**src/rtl/div24_pkg.sv**
```systemverilog
// Shared types and constants for the restoring mantissa divider.
package div24_pkg;

  localparam int unsigned WIDTH_DEFAULT = 24;

  typedef enum logic [1:0] {
    IDLE,
    RUN,
    DONE
  } div_state_t;

  // Iteration counter width for a 2*width-bit quotient.
  function automatic int unsigned cnt_width(input int unsigned width);
    return $clog2(2 * width);
  endfunction

  localparam int unsigned CNT_W_DEFAULT = $clog2(2 * WIDTH_DEFAULT);

endpackage

```
**src/rtl/unit_div24_step.sv**
```systemverilog
// One radix-2 restoring division step: shift in a dividend bit, try to subtract the divisor.
module unit_div24_step
  import div24_pkg::*;
#(
  parameter int unsigned WIDTH = WIDTH_DEFAULT
) (
  input  logic [WIDTH-1:0] rem,
  input  logic             next_bit,
  input  logic [WIDTH-1:0] divisor,
  output logic [WIDTH-1:0] rem_next,
  output logic             q_bit
);

  logic [WIDTH:0] trial;
  logic [WIDTH:0] diff;

  // Trial subtraction; rem < divisor keeps trial < 2*divisor, so the MSB of diff is the borrow.
  always_comb begin
    trial    = {rem, next_bit};
    diff     = trial - {1'b0, divisor};
    q_bit    = ~diff[WIDTH];
    rem_next = q_bit ? diff[WIDTH-1:0] : trial[WIDTH-1:0];
  end

endmodule

```
**src/rtl/div24_restoring.sv**
```systemverilog
// Sequential radix-2 restoring divider: Q = floor({in1, 0} / in2), one quotient bit per clock.
module div24_restoring
  import div24_pkg::*;
#(
  parameter int unsigned WIDTH = WIDTH_DEFAULT
) (
  input  logic               clk,
  input  logic               rst_n,
  input  logic               start,
  input  logic [WIDTH-1:0]   in1,
  input  logic [WIDTH-1:0]   in2,
  output logic               busy,
  output logic               done,
  output logic [2*WIDTH-1:0] Q,
  output logic [WIDTH-1:0]   R,
  output logic               sticky,
  output logic               dbz
);

  localparam int unsigned CNT_W = cnt_width(WIDTH);
  localparam logic [CNT_W-1:0] LAST_ITER = CNT_W'(2 * WIDTH - 1);

  div_state_t state_q, state_d;
  logic [CNT_W-1:0]   cnt_q, cnt_d;
  logic [WIDTH-1:0]   divisor_q, divisor_d;
  logic [2*WIDTH-1:0] dividend_q, dividend_d;
  // Partial remainder stays below the divisor, so WIDTH bits hold it between steps.
  logic [WIDTH-1:0]   rem_q, rem_d;
  logic [2*WIDTH-1:0] quot_q, quot_d;
  logic               zero_div_q, zero_div_d;
  logic [2*WIDTH-1:0] q_out_q, q_out_d;
  logic [WIDTH-1:0]   r_out_q, r_out_d;
  logic               sticky_q, sticky_d;
  logic               dbz_q, dbz_d;

  logic [WIDTH-1:0]   step_rem;
  logic               step_q;

  unit_div24_step #(
    .WIDTH(WIDTH)
  ) u_step (
    .rem      (rem_q),
    .next_bit (dividend_q[2*WIDTH-1]),
    .divisor  (divisor_q),
    .rem_next (step_rem),
    .q_bit    (step_q)
  );

  // Next-state and datapath update; results are published only on entry to DONE.
  always_comb begin
    state_d    = state_q;
    cnt_d      = cnt_q;
    divisor_d  = divisor_q;
    dividend_d = dividend_q;
    rem_d      = rem_q;
    quot_d     = quot_q;
    zero_div_d = zero_div_q;
    q_out_d    = q_out_q;
    r_out_d    = r_out_q;
    sticky_d   = sticky_q;
    dbz_d      = dbz_q;

    unique case (state_q)
      IDLE: begin
        if (start) begin
          divisor_d  = in2;
          dividend_d = {in1, {WIDTH{1'b0}}};
          rem_d      = '0;
          quot_d     = '0;
          cnt_d      = '0;
          zero_div_d = (in2 == '0);
          state_d    = RUN;
        end
      end
      RUN: begin
        if (zero_div_q) begin
          // Divide by zero bypasses the iterations entirely.
          state_d = DONE;
          q_out_d  = '1;
          r_out_d  = '0;
          sticky_d = 1'b0;
          dbz_d    = 1'b1;
        end else begin
          rem_d      = step_rem;
          quot_d     = {quot_q[2*WIDTH-2:0], step_q};
          dividend_d = dividend_q << 1;
          cnt_d      = cnt_q + CNT_W'(1);
          if (cnt_q == LAST_ITER) begin
            state_d  = DONE;
            q_out_d  = {quot_q[2*WIDTH-2:0], step_q};
            r_out_d  = step_rem;
            sticky_d = |step_rem;
            dbz_d    = 1'b0;
          end
        end
      end
      DONE: begin
        state_d = IDLE;
      end
      default: begin
        state_d = IDLE;
      end
    endcase
  end

  // State and datapath registers with asynchronous active-low reset.
  always_ff @(posedge clk or negedge rst_n) begin
    if (!rst_n) begin
      state_q    <= IDLE;
      cnt_q      <= '0;
      divisor_q  <= '0;
      dividend_q <= '0;
      rem_q      <= '0;
      quot_q     <= '0;
      zero_div_q <= 1'b0;
      q_out_q    <= '0;
      r_out_q    <= '0;
      sticky_q   <= 1'b0;
      dbz_q      <= 1'b0;
    end else begin
      state_q    <= state_d;
      cnt_q      <= cnt_d;
      divisor_q  <= divisor_d;
      dividend_q <= dividend_d;
      rem_q      <= rem_d;
      quot_q     <= quot_d;
      zero_div_q <= zero_div_d;
      q_out_q    <= q_out_d;
      r_out_q    <= r_out_d;
      sticky_q   <= sticky_d;
      dbz_q      <= dbz_d;
    end
  end

  // Status and result outputs decoded from registered state.
  always_comb begin
    busy   = (state_q == RUN);
    done   = (state_q == DONE);
    Q      = q_out_q;
    R      = r_out_q;
    sticky = sticky_q;
    dbz    = dbz_q;
  end

endmodule

```
**config.mk**
```make
export PLATFORM = sky130hd
export DESIGN_NAME = div24_restoring
export DESIGN_NICKNAME = d
export VERILOG_FILES = /design/src/rtl/div24_pkg.sv /design/src/rtl/unit_div24_step.sv /design/src/rtl/div24_restoring.sv
export SDC_FILE = /design/constraint.sdc
export NUM_CORES = 1
export LEC_CHECK = 0
export CAP_MARGIN = 20
export CORE_MARGIN = 3
export CORE_UTILIZATION = 31
export DETAILED_ROUTE_END_ITERATION = 12
export PLACE_DENSITY = 0.58
export SLEW_MARGIN = 10
export SYNTH_ARGS = -nofsm -noshare
export SYNTH_HDL_FRONTEND = slang
export SYNTH_SLANG_ARGS = --single-unit
```
**constraint.sdc**
```tcl
create_clock -name clk -period 3.7 [get_ports clk]
set_input_delay 0.74 -clock clk [delete_from_list [all_inputs] [get_ports clk]]
set_output_delay 0.74 -clock clk [all_outputs]
set_load 0.01 [all_outputs]
```
Fig. 1: run 1, sequential cells coloured by netlist name
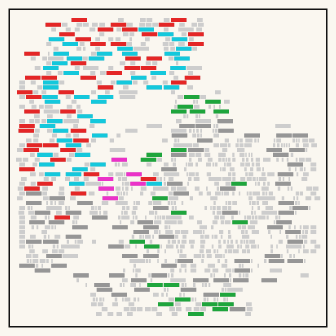
cyan -> `quot_q`  # placed flops 47
green -> `R`  # placed flops 24
red -> `Q`  # placed flops 48
magenta -> `cnt_q`  # placed flops 6
not coloured = 77

Fig. 2: run 1, routing congestion map
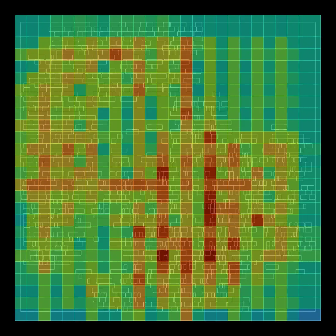
M3 GR Usage: 3.64%
routing usage on met1: 22.6%
post-layout util: 40.6%
global routing's busiest layer: met1

==> results_dict.tcl, run 1 <==
# yosys + openroad results
set metrics [dict create \
    final-max-slew-violation-count 0 \
    yosys_cells 858 \
    synthTopCellsByArea "dfrtp_1 (55%), o21ai_0 (5.5%), a22o_1 (5.2%)" \
    ios 127 \
    fill_cells 2885 \
    synthArstFlopShare_pct 100 \
    cts_buffers 24 \
    reg2reg_depth 13 \
    grt_pass1_vias 6996 \
    gp_congestion 0.932 \
    ff_latch_area_um2 5050 \
    critical-path-top-delay-family "AND-OR/OR-AND gates" \
    reg2reg_slack_ns 0.30 \
    ys_types 62 \
    drt.antenna.violating_nets 0 \
    period_needed_ns 3.40 \
    synth-seq-area-share_pct 54.9 \
    warnings 26 \
    synth-main-ff-cell "dfrtp_1" \
    antenna_found_initial 0 \
    hold_viol_final 0 \
    fp_util_pct 31.7 \
    cts_resized 0 \
    antenna_cells 0 \
    core_area_um2 29000 \
    areaGrowthSynthToFinish_pct 27.9 \
    rsz0062_at_grt "false" \
    path_buffers 2 \
    firstDrtPassIters 5 \
    p_leak_nw 5.16 \
    arrival_ns 3.76 \
    path_cells "inv_1 > ha_1 > inv_1 > fa_1 > a211oi_2 > o211ai_2 > nand3_1 > a31oi_2 > o31ai_4 > xor2_1 > or3_1 > a222oi_1 > a41oi_1" \
    tns_ns 0 \
    hpwl_um 16600 \
    clkTransAtPathRegs_ns 0.06 \
    timing.rr.end "sticky$_DFFE_PN0P_" \
    routed_via_density 5.07 \
    max_freq_mhz 294 \
    hold_path_class "in2async" \
    slowest_stage "fa_1" \
    port_buffers 126 \
    crit_top_cell "inv_1" \
    die_h_um 178 \
    die_area_um2 31800 \
    drc_errors 0 \
    ys.warnings.count 0 \
    cts.sinks 202 \
    max-vdd-ir-drop_mv 0.398 \
    status "complete, no violations" \
    endpoint_kind "flop" \
    maxCapViolCount 0 \
    dieWidth_um 178 \
    powerDensity_nw_per_um2 1040 \
    avgSynthCellArea_um2 10.7 \
    cts_hold_buffers 0 \
    critical-path-max-stage-delay_ns 0.43 \
    rows 62 \
    path_max_fanout 7 \
    syn_inst 858 \
    final_cell_mix "dfrtp_1 (202), clkdlybuf4s50_1 (125), nand2_1 (119), o21ai_0 (101), a22o_1 (55)" \
    r2r-start "dividend_q[47]$_DFFE_PN0P_" \
    insertion_delay_ns 0.52 \
    drive_above_1_share_pct 7.69 \
    max_slew_margin_pct 52.1 \
]
Fig. 3: run 1, metal 3
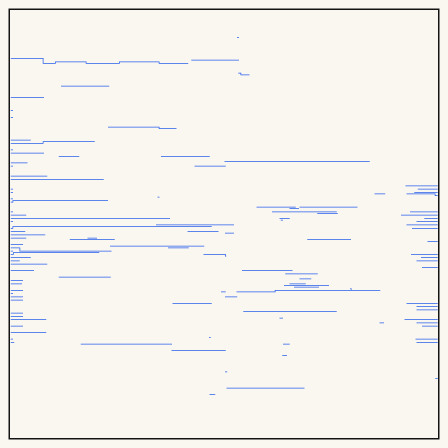
wire length on this layer = 1580 um
nets with wire on the layer = 94

Fig. 4: run 1, wiring by layer
Only two layers are drawn.
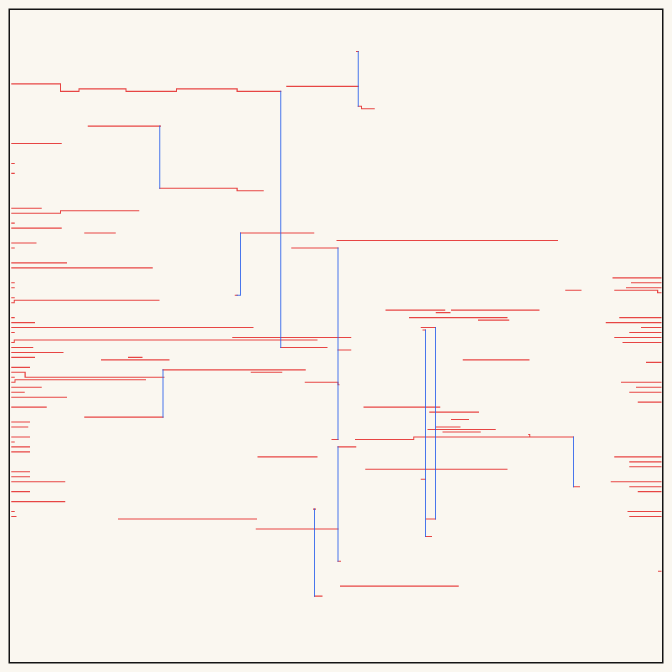
blue -> met4  # wire length 363 um
red -> met3  # wire length 1580 um
wire per inst: 17.7 um
vias: 6952
gr usage total: 15.3%
Routed WL: 24300 um

## run 1: worst reg2reg max path: stages (launching register included)
cell	delay [ns]
dfrtp_1	0.40
inv_1	0.06
ha_1	0.14
inv_1	0.05
fa_1	0.43
a211oi_2	0.31
o211ai_2	0.14
nand3_1	0.12
a31oi_2	0.13
o31ai_4	0.35
xor2_1	0.22
or3_1	0.40
a222oi_1	0.31
a41oi_1	0.16
## run 1: worst max-delay path by stage
| stage | startpoint | slack [ns] | end | cells after the start |
|---|---|---|---|---|
| final | dividend_q[47]$_DFFE_PN0P_ | 0.30 | sticky$_DFFE_PN0P_ | 13 |
| after global routing | dividend_q[47]$_DFFE_PN0P_ | 0.09 | sticky$_DFFE_PN0P_ | 13 |
| after CTS | dividend_q[47]$_DFFE_PN0P_ | 0.31 | sticky$_DFFE_PN0P_ | 13 |
| after detailed placement | dividend_q[47]$_DFFE_PN0P_ | 0.34 | sticky$_DFFE_PN0P_ | 13 |
| after global placement | dividend_q[47]$_DFFE_PN0P_ | 0.41 | sticky$_DFFE_PN0P_ | 13 |
| after floorplan | dividend_q[47]$_DFFE_PN0P_ | 0.67 | sticky$_DFFE_PN0P_ | 13 |
## run 1: cells in the mapped netlist, types with 14 or more instances
cell	number
mux2i_1	42
nor2_1	19
xor2_1	14
dfrtp_1	202
a21oi_1	28
clkbuf_1	44
inv_1	32
ha_1	25
a22o_1	55
o22a_1	47
nand2_1	120
o21ai_0	101
## run 1: layer usage
metal | global-route usage [%] | vias up | wire, um
li1 | - | 3314 | -
met1 | 22.6 | 3460 | 11800
met2 | 22.6 | 152 | 10500
met3 | 3.64 | 26 | 1580
met4 | 3.54 | 0 | 362
met5 | 0 | - | 0
## run 1: final cells by class
type	instances	area share, %
tap	384	4.08
timing repair buffer	142	12.1
clock buffer	29	5.52
multi-input combinational	568	32.6
clock inverter	15	1.75
sequential	202	42.9
inverter	32	1.02
## run 1: registers in the layout, indices dropped and copies added, names as in the netlist
register,cells
dividend_q,24
Q,48
quot_q,47
sticky,1
divisor_q,24
dbz,1
zero_div_q,1
cnt_q,6
R,24
rem_q,24
state_q,2
## run 1: cell families after synthesis
family	count (synthesis)	synth area share [%]
buffers and inverters	88	3.68
and+or+nand+nor	198	9.86
xor gates and xnor gates	25	2.46
DFF	202	54.9
adders and majority gates	26	3.62
AOI/OAI and AO/OA	277	20.9
muxes	42	4.57
## run 1: power by group
group          total [mW]  switching, mW  internal, mW
Combinational        6.12           3.50          2.62
Clock                2.51          0.970          1.54
Sequential           3.66          0.620          3.04
## run 1: stage by stage
stage	instance area (um^2)	power (mW)	setup slack [ns]	hold WS [ns]	util [%]
6_report	11800	12.3	0.301	0.217	40.6
5_1_grt	11800	13.2	0.0874	0.258	40.6
4_1_cts	11800	12.4	0.312	0.255	40.6
3_5_place_dp	10900	9.77	0.340	0.470	37.6
3_3_place_gp	10900	9.72	0.411	0.462	37.6
2_1_floorplan	9200	7.89	0.675	0.444	-
==> run 2: changes to the inputs <==
--- a/config.mk
+++ b/config.mk
@@ -9,6 +9,7 @@
 export CORE_MARGIN = 3
 export CORE_UTILIZATION = 31
 export DETAILED_ROUTE_END_ITERATION = 12
+export GPL_TIMING_DRIVEN = 0
 export PLACE_DENSITY = 0.58
 export SLEW_MARGIN = 10
 export SYNTH_ARGS = -nofsm -noshare
==> constraint.sdc (replaced) <==
create_clock -name clk -period 3.7 [get_ports clk]
set_input_delay 0.555 -clock clk [delete_from_list [all_inputs] [get_ports clk]]
set_output_delay 0.555 -clock clk [all_outputs]
set_load 0.01 [all_outputs]
Fig. 5: run 2, metal 3
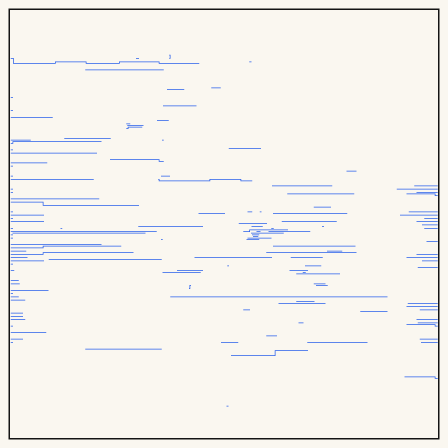
share of all routed wire = 7.3%
wire length on this layer = 1830 um
main direction = horizontal
nets with wire on the layer = 112
longest straight run = 90.2 um
M3 GR Usage: 4.28%
Routed WL: 25200 um
vias: 7125

Fig. 6: run 2, sequential cells coloured by netlist name
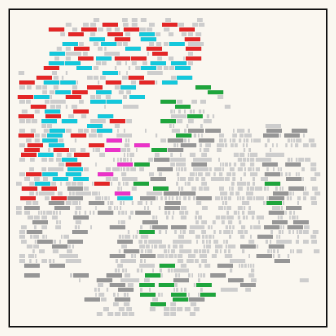
cyan -> `quot_q`  # placed flops 47
magenta -> `cnt_q`  # placed flops 6
green -> `R`  # placed flops 24
red -> `Q`  # placed flops 48
not coloured = 77

Fig. 7: run 2, routing congestion map
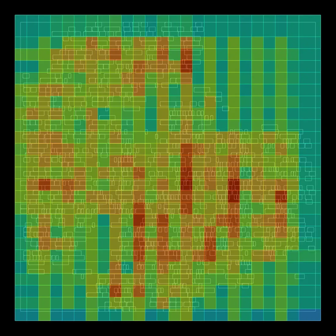
post-layout util: 40.9%
wire per inst: 17.8 um
met2 Track Usage GR: 24.8%
routing usage on met1: 22.9%
global routing's busiest layer: met2

==> run 2 against run 1 <==
Net effect:
- die area stayed put
- global-route usage is 0.77 points higher
- combinational power is 2% higher
- core utilization is 0.31 points higher
- worst setup slack better by 0.0051 ns
- routed wire length is 4.0% higher
- final cell count is 3.0% higher
- final area is 0.77% higher
- critical path type unchanged
- critical endpoint unchanged
==> results_dict.tcl, run 2 <==
# yosys + openroad results
set metrics [dict create \
    routed_via_density 5.04 \
    holdWs_ns 0.0383 \
    synth-seq-area-share_pct 54.9 \
    rsz0062_at_grt "false" \
    hold_viol_final 0 \
    critical-path-top-delay-family "AND-OR/OR-AND gates" \
    slowest_stage "dfrtp_1" \
    synth-main-ff-cell "dfrtp_1" \
    mux_area_share_pct 4.57 \
    synthArstFlopShare_pct 100 \
    p_leak_nw 5.16 \
    cts_buffers 24 \
    drt.antenna.violating_nets 0 \
    reg2reg_slack_ns 0.31 \
    drive_above_1_share_pct 6.22 \
    top_logic_kind "AND-OR/OR-AND gates" \
    drc_errors 0 \
    cp.depth 13 \
    period_needed_ns 3.39 \
    simple_gate_area_share_pct 9.86 \
    path_buffers 3 \
    max_freq_mhz 295 \
    firstDrtPassIters 4 \
    areaGrowthSynthToFinish_pct 28.9 \
    port_buffers 126 \
    rows 62 \
    largest_reg_flops 48 \
    synth-xor-area-share_pct 2.46 \
    ys.warnings.count 0 \
    path_max_fanout 10 \
    cts.sinks 202 \
    reg2reg_depth 13 \
    max-vdd-ir-drop_mv 0.563 \
    ys_sh_adder_pct 3.62 \
    path_cells "inv_1 > ha_1 > inv_1 > fa_2 > a211oi_4 > o211ai_2 > nand3_1 > a31oi_2 > o31ai_4 > xnor2_2 > buf_2 > mux2i_2 > a41oi_1" \
    top_cells_by_count "dfrtp_1 (202), nand2_1 (120), o21ai_0 (101)" \
    worstSetupStartpoint "dividend_q[47]$_DFFE_PN0P_" \
    antenna_cells 0 \
    ios 127 \
    track_usage_pct 16.0 \
    final_cell_mix "dfrtp_1 (202), clkdlybuf4s50_1 (125), nand2_1 (120), o21ai_0 (101), a22o_1 (55)" \
    crit_path_end "sticky$_DFFE_PN0P_" \
    fill_cells 2875 \
    gp_congestion 0.895 \
    grt_pass1_vias 7226 \
    status "complete, no violations" \
    maxCapViolCount 0 \
    die_h_um 178 \
    yosys_cells 858 \
    cts_hold_buffers 0 \
    die_area_um2 31800 \
    critical-path-max-stage-delay_ns 0.40 \
    ys_types 62 \
    max_slew_margin_pct 45.9 \
    dieWidth_um 178 \
    hpwl_um 18300 \
    r2r-start "dividend_q[47]$_DFFE_PN0P_" \
    insertion_delay_ns 0.53 \
]
run 2: cell counts after synthesis:
Identical to the previous run, type by type.
run 2: worst min-delay path by stage:
stage                     depth (start not counted)                       start                    endpoint  slack [ns]
after floorplan                                   0                       rst_n            Q[0]$_DFFE_PN0P_        0.26
after global placement                            2  dividend_q[43]$_DFFE_PN0P_  dividend_q[43]$_DFFE_PN0P_        0.46
after detailed placement                          2           R[22]$_DFFE_PN0P_           R[22]$_DFFE_PN0P_        0.47
after CTS                                         1                       rst_n    divisor_q[3]$_DFFE_PN0P_        0.07
after global routing                              1                       rst_n    divisor_q[3]$_DFFE_PN0P_         0.1
final                                             1                       rst_n    divisor_q[4]$_DFFE_PN0P_        0.04
run 2: cell type report:
cell class / instances / share of cell area, %
buffer: 56 / 1.85
clock buffer: 31 / 5.62
clock inverter: 13 / 1.65
inverter: 32 / 1.01
multi-input combinational: 568 / 32.3
sequential: 202 / 42.6
tap: 384 / 4.05
timing repair buffer: 127 / 10.9
run 2: cell families (layout without fill, tap and decap cells):
group | after synthesis | in the layout
adders and majority gates | 26 | 26
buffers and inverters | 88 | 259
and+or+nand+nor | 198 | 198
AOI/OAI and AO/OA | 277 | 277
DFF | 202 | 202
xor gates and xnor gates | 25 | 25
muxes | 42 | 42
run 2: worst register-to-register path, cell delays in order, from the launching register on:
cell and delay [ns]:
dfrtp_1 0.40, inv_1 0.07, ha_1 0.15, inv_1 0.05, fa_2 0.39, a211oi_4 0.31
o211ai_2 0.15, nand3_1 0.12, a31oi_2 0.14, o31ai_4 0.36, xnor2_2 0.21, buf_2 0.37
mux2i_2 0.39, a41oi_1 0.16
run 2: repair_timing:
| item | CTS | global route |
|---|---|---|
| endpoints found under the hold margin | 0 | 0 |
| endpoints found under the setup margin | 0 | 1 |
| gates resized | 0 | 4 |
run 2: stage by stage:
stage,util (%),power (mW),area [um^2],TNS [ns],worst slack (ns)
2_1_floorplan,-,7.89,9200,0,0.675
3_5_place_dp,37.8,9.80,11000,0,0.215
4_1_cts,40.8,12.4,11800,0,0.154
6_report,40.9,12.4,11900,0,0.307
5_1_grt,40.9,13.4,11900,0,0.0552
3_3_place_gp,37.7,9.72,10900,-1355.13,-6.72
run 2: where the power goes:
part,internal (mW),switching (mW)
clock network,1.56,0.966
registers,3.04,0.605
logic,2.59,3.63
run 2: metal layers:
layer | part of all wire, % | vias to the layer above | GRT usage, %
li1 | - | 3399 | -
met1 | 47 | 3503 | 22.9
met2 | 44 | 190 | 24.8
met3 | 7.3 | 33 | 4.28
met4 | 1.8 | 0 | 2.99
met5 | 0 | - | 0
Power and IR drop assume default switching activity.
